Figure 1. Wiring by layer (run 1).
Scale: 4 px per µm. Only two layers are drawn.
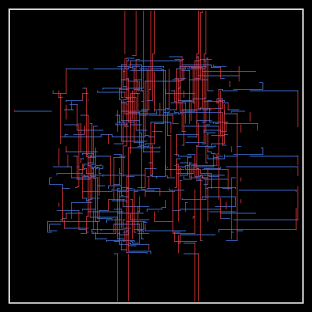
Figure 2. M3 wires (run 1).
Scale: 4 px per µm.
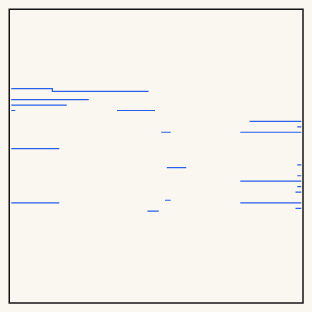
Figure 3. Where the registers sit (run 1).
Scale: 8 px per µm. Other sequential cells in the stronger gray, the rest of the logic in the fainter gray.
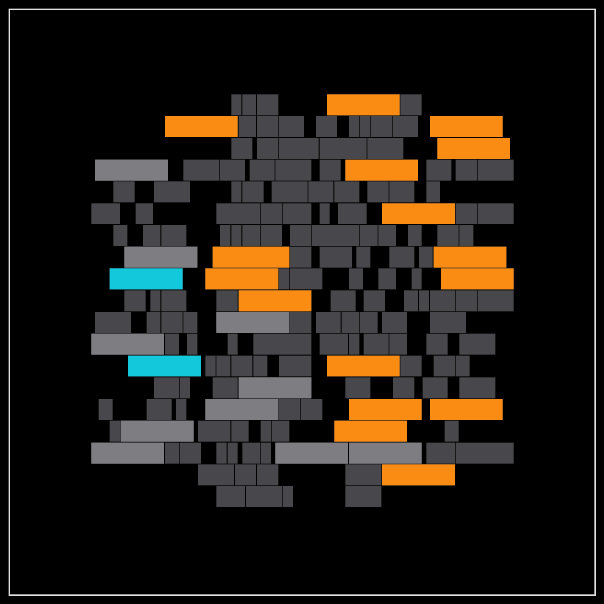
Design output_frame_sequencer_flat, sky130hd; sources not shown.
==> run summary, run 1 <==
impl run done, here's what came out: Initial DRC Count 74, worst setup path class register to register, CP Launch Type register, non-filler cells, final 200, Placed Instances 190, Unique masters post-synth 35, antenna viol nets, final 0, Async SR Flop Fraction 100%, failing checks setup timing, Avg Inst Size Synth 11.2 µm², clock edge transition at the registers on the reported setup and hold paths 0.15 ns, DRC errors left 0, min-delay worst type primary input to register, YS warnings 0, R2R Setup Slk -0.18 ns, top cell type's share of synthesized area 56.6%, LEAKAGE 1.07 nW, Die ar. 0.00534 mm², pin count of the biggest net entering global routing 29, io pins 28, Yosys reg bits 28, antenna violations before repair 0, share of cells above drive strength 1 34.9%, Chip Area, Yosys 0.00124 mm², Tot Pwr 2.83 mW, final worst slack -0.180 ns, GP Congestion 0.735, Final HPWL DP 2040 µm, # Cells Yosys 111, Core Area 0.00273 mm², Final setup viols 14, final hold vios 0, Rows 19, antenna fix cells 0, Worst Reg-to-Reg Cells 5, crit path DRT 1.52 ns, syn nets 117, grt total ovfl 0, CP arrival 1.70 ns, Synth area leader dfrtp_1, fin crit period 1.58 ns, status finished with violations, clk sinks 28, max-cap viol count 0, Die X 73.1 µm
About Figure 1:
Key: metal 2 = red [wire length 1490 µm]; metal 1 = blue [wire length 1200 µm]
DRT Wirelength: 2910 µm
post-DR wirelength/cell: 14.6 µm
Total Routing Usage GR: 10.7%
vias post-DR: 991

About Figure 2:
The layer carries 173 µm of wire. The longest straight run is 23.9 µm. 19 nets have wire on it.
GR Layer Usage met3: 4.35%

About Figure 3:
Key: u_core.full_r = cyan [sequential cells 2]; u_core.frames_sent = orange [sequential cells 16]
Another 10 sequential cells are not colored.
FF+latch area: 702 µm²
Post-Route Utilization: 67.5%
fraction of area in registers: 38.1%
P_seq: 1.21 mW

run 1: report_power, final:
part / switching (mW) / internal (mW) / total, mW
clock network: 0.234 / 0.159 / 0.393
registers: 0.185 / 1.02 / 1.21
logic: 0.557 / 0.673 / 1.23
total: 0.976 / 1.85 / 2.83
run 1: cells in the mapped netlist (2+ instances only):
library cell	count
nand2_1	17
inv_1	2
xnor2_1	13
a21oi_1	3
nor2_2	3
nand3_1	6
nor2_1	4
dfrtp_1	28
xor2_1	4
o21ai_0	3
nand4_1	4
run 1: metal layers:
layer  global-route usage, %  share of wire [%]  up-vias
met5                       0                  0        -
met3                    4.35                5.9        4
met4                    3.80                1.6        0
met2                    17.8                 51       22
met1                    11.9                 41      477
li1                        -                  -      488
run 1: placed cells by master, fill, tap and decap left out, types with 2 or more instances in the layout:
master	count
xor2_1	4
nand3_1	4
inv_1	2
clkbuf_4	3
buf_4	27
nor2_2	3
clkdlybuf4s50_1	3
dlymetal6s2s_1	15
nand2_1	16
o21ai_0	2
o21ai_1	2
nor2_1	4
xnor2_1	12
a21oi_1	2
buf_6	2
dfrtp_1	27
nand3_2	2
nand4_1	4
clkbuf_2	8
run 1: logic make-up after synthesis:
logic type	after synthesis	synth area share, %
AND/OR/NAND/NOR	47	21.2
flip-flops	28	56.6
XOR/XNOR	17	12.0
AND-OR/OR-AND	12	5.86
buffers and inverters	4	2.12
adder cells (fa/ha/maj)	1	1.01
other	1	0.303
multiplexers	1	0.909
run 1: critical path, cell delays in order (launching register included):
cell	delay (ns)
dfrtp_1	0.39
buf_4	0.13
nand4_1	0.19
or3_4	0.41
nor2_2	0.11
xor2_1	0.15
run 1: layout make-up:
type | count | area, µm²
well taps | 31 | 38.8
clock buffers | 4 | 36.3
multi-input cells | 79 | 557
repair buffers | 56 | 503
fillers | 208 | 890
flip-flops and latches | 28 | 702
inverters | 2 | 7.51
run 1: through the flow:
step           setup WS (ns)  hold WS, ns  area [µm²]
4_1_cts               -0.456        0.125        1760
5_1_grt               -0.287       0.0747        1840
2_1_floorplan        -0.0795       -0.166        1250
3_5_place_dp          -0.573        0.297        1720
3_3_place_gp          -0.547        0.293        1720
6_report              -0.180       0.0919        1840
==> inputs of run 2 (changes only) <==
--- a/config.mk
+++ b/config.mk
@@ -6,12 +6,12 @@
 export NUM_CORES = 1
 export LEC_CHECK = 0
 export CORE_MARGIN = 10
-export CORE_UTILIZATION = 44
+export CORE_UTILIZATION = 48
 export CTS_CLUSTER_DIAMETER = 200
 export CTS_CLUSTER_SIZE = 12
 export DETAILED_ROUTE_END_ITERATION = 10
 export GPL_TIMING_DRIVEN = 1
-export PLACE_DENSITY = 0.74
+export PLACE_DENSITY = 0.77
 export SKIP_CTS_REPAIR_TIMING = 1
 export SYNTH_ARGS = -nofsm -noshare
 export SYNTH_HDL_FRONTEND = slang
==> constraint.sdc (replaced) <==
create_clock -name clock -period 1.8 [get_ports clock]
set_clock_uncertainty 0.15 [all_clocks]
set_input_delay 0.36 -clock clock [delete_from_list [all_inputs] [get_ports clock]]
set_output_delay 0.36 -clock clock [all_outputs]
set_load 0.01 [all_outputs]
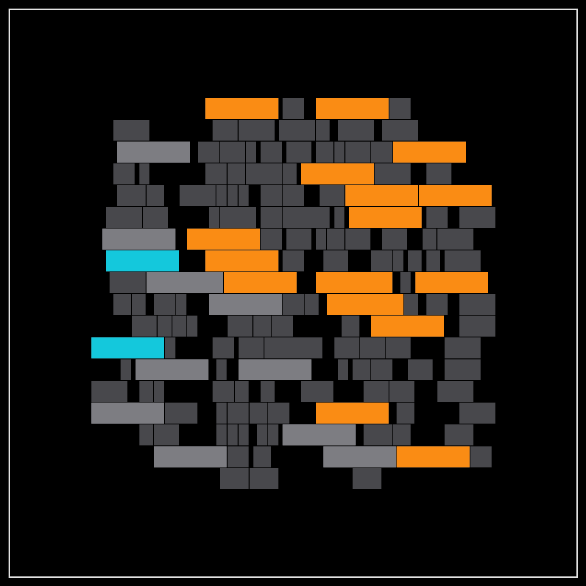
Figure 4: run 2, where the registers sit.
Scale: 8 px per µm. Other sequential cells in the stronger gray, the rest of the logic in the fainter gray.
Key: u_core.frames_sent = orange [sequential cells 16]; u_core.full_r = cyan [sequential cells 2]
FF+latch area: 704 µm²
Post-Route Utilization: 69.8%

==> run 2 against run 1 <==
  * The run now ends clean
  * Count of clock-buffer cells in the layout is 1 lower
  * Final area is 6.2% lower
  * First-iteration DRC count is 22% lower
  * Critical path depth is 4 lower
  * Register-to-register slack better by 0.30 ns
  * Sequential power is about 20% lower
  * Non-clock buffer count is 13 lower
  * Critical path type is now register to primary output
  * Largest cell class unchanged
  * Largest power group is now registers
==> run summary, run 2 <==
impl run done, here's what came out: status completed, GP Congestion 0.708 (-3.7%), top cells by count 28 x dfrtp_1, 17 x nand2_1, 13 x xnor2_1, min-delay worst type primary input to async pin, Max stage delay cell, worst path clkdlybuf4s50_1, max-cap viol count 0 (unchanged), grt total ovfl 0 (unchanged), DRT Wirelength 2810 µm (-3.6%), cell family with most CP delay buffers and inverters, fin crit period 1.73 ns, worst setup path class register to primary output, non-filler cells, final 185 (-7.5%), Die X 70.8 µm (-3.1%), final hold vios 0 (unchanged), critical path, cell by cell clkdlybuf4s50_1, CP Launch Type register, Avg Inst Size Synth 11.2 µm² (unchanged), worst path bufs/invs 1 (unchanged), Initial DRC Count 58 (-22%), clk sinks 28 (unchanged), crit path DRT 1.29 ns (-0.23 ns), post-DR wirelength/cell 15.2 µm (+4.2%), clock edge transition at the registers on the reported setup and hold paths 0.14 ns (about the same), R2R Setup Slk 0.12 ns (+0.30 ns), Yosys reg bits 28 (unchanged), pin count of the biggest net entering global routing 29 (unchanged), LEAKAGE 1.07 nW (+0.21%), Total Routing Usage GR 10.3% (-0.34 points), design area 0.00173 mm² (-6.2%)
run 2: cells by family after synthesis:
group,after synthesis,synth area share (%)
simple gates,47,21.2
flops,28,56.6
xor+xnor,17,12.0
compound gates,12,5.86
buf+inv,4,2.12
fa+ha+maj,1,1.01
other cells,1,0.303
mux,1,0.909
run 2: power by group:
part	internal [mW]	total, mW	switching [mW]
Combinational	0.454	0.802	0.348
Clock	0.0786	0.254	0.176
Sequential	0.795	0.970	0.175
Total	1.33	2.03	0.699
run 2: final cells by class:
class | instances | area, µm²
tap | 30 | 37.5
inverter | 2 | 7.51
sequential | 28 | 704
fill | 200 | 747
timing repair buffer | 43 | 438
multi-input combinational | 79 | 520
clock buffer | 3 | 22.5
run 2: metal layers:
layer | vias up | GRT usage (%) | share of wire (%)
li1 | 464 | - | -
met1 | 471 | 10.3 | 41
met2 | 23 | 17.5 | 52
met3 | 5 | 5.30 | 6.4
met4 | 0 | 4.73 | 1.2
met5 | - | 0 | 0
run 2: stage by stage:
step | hold slack [ns] | power [mW]
6_report | 0.236 | 2.03
5_1_grt | 0.241 | 2.17
3_3_place_gp | 0.292 | 1.64
3_5_place_dp | 0.303 | 1.67
2_1_floorplan | -0.0856 | 1.34
4_1_cts | 0.243 | 1.93
Power and IR drop assume default switching activity.
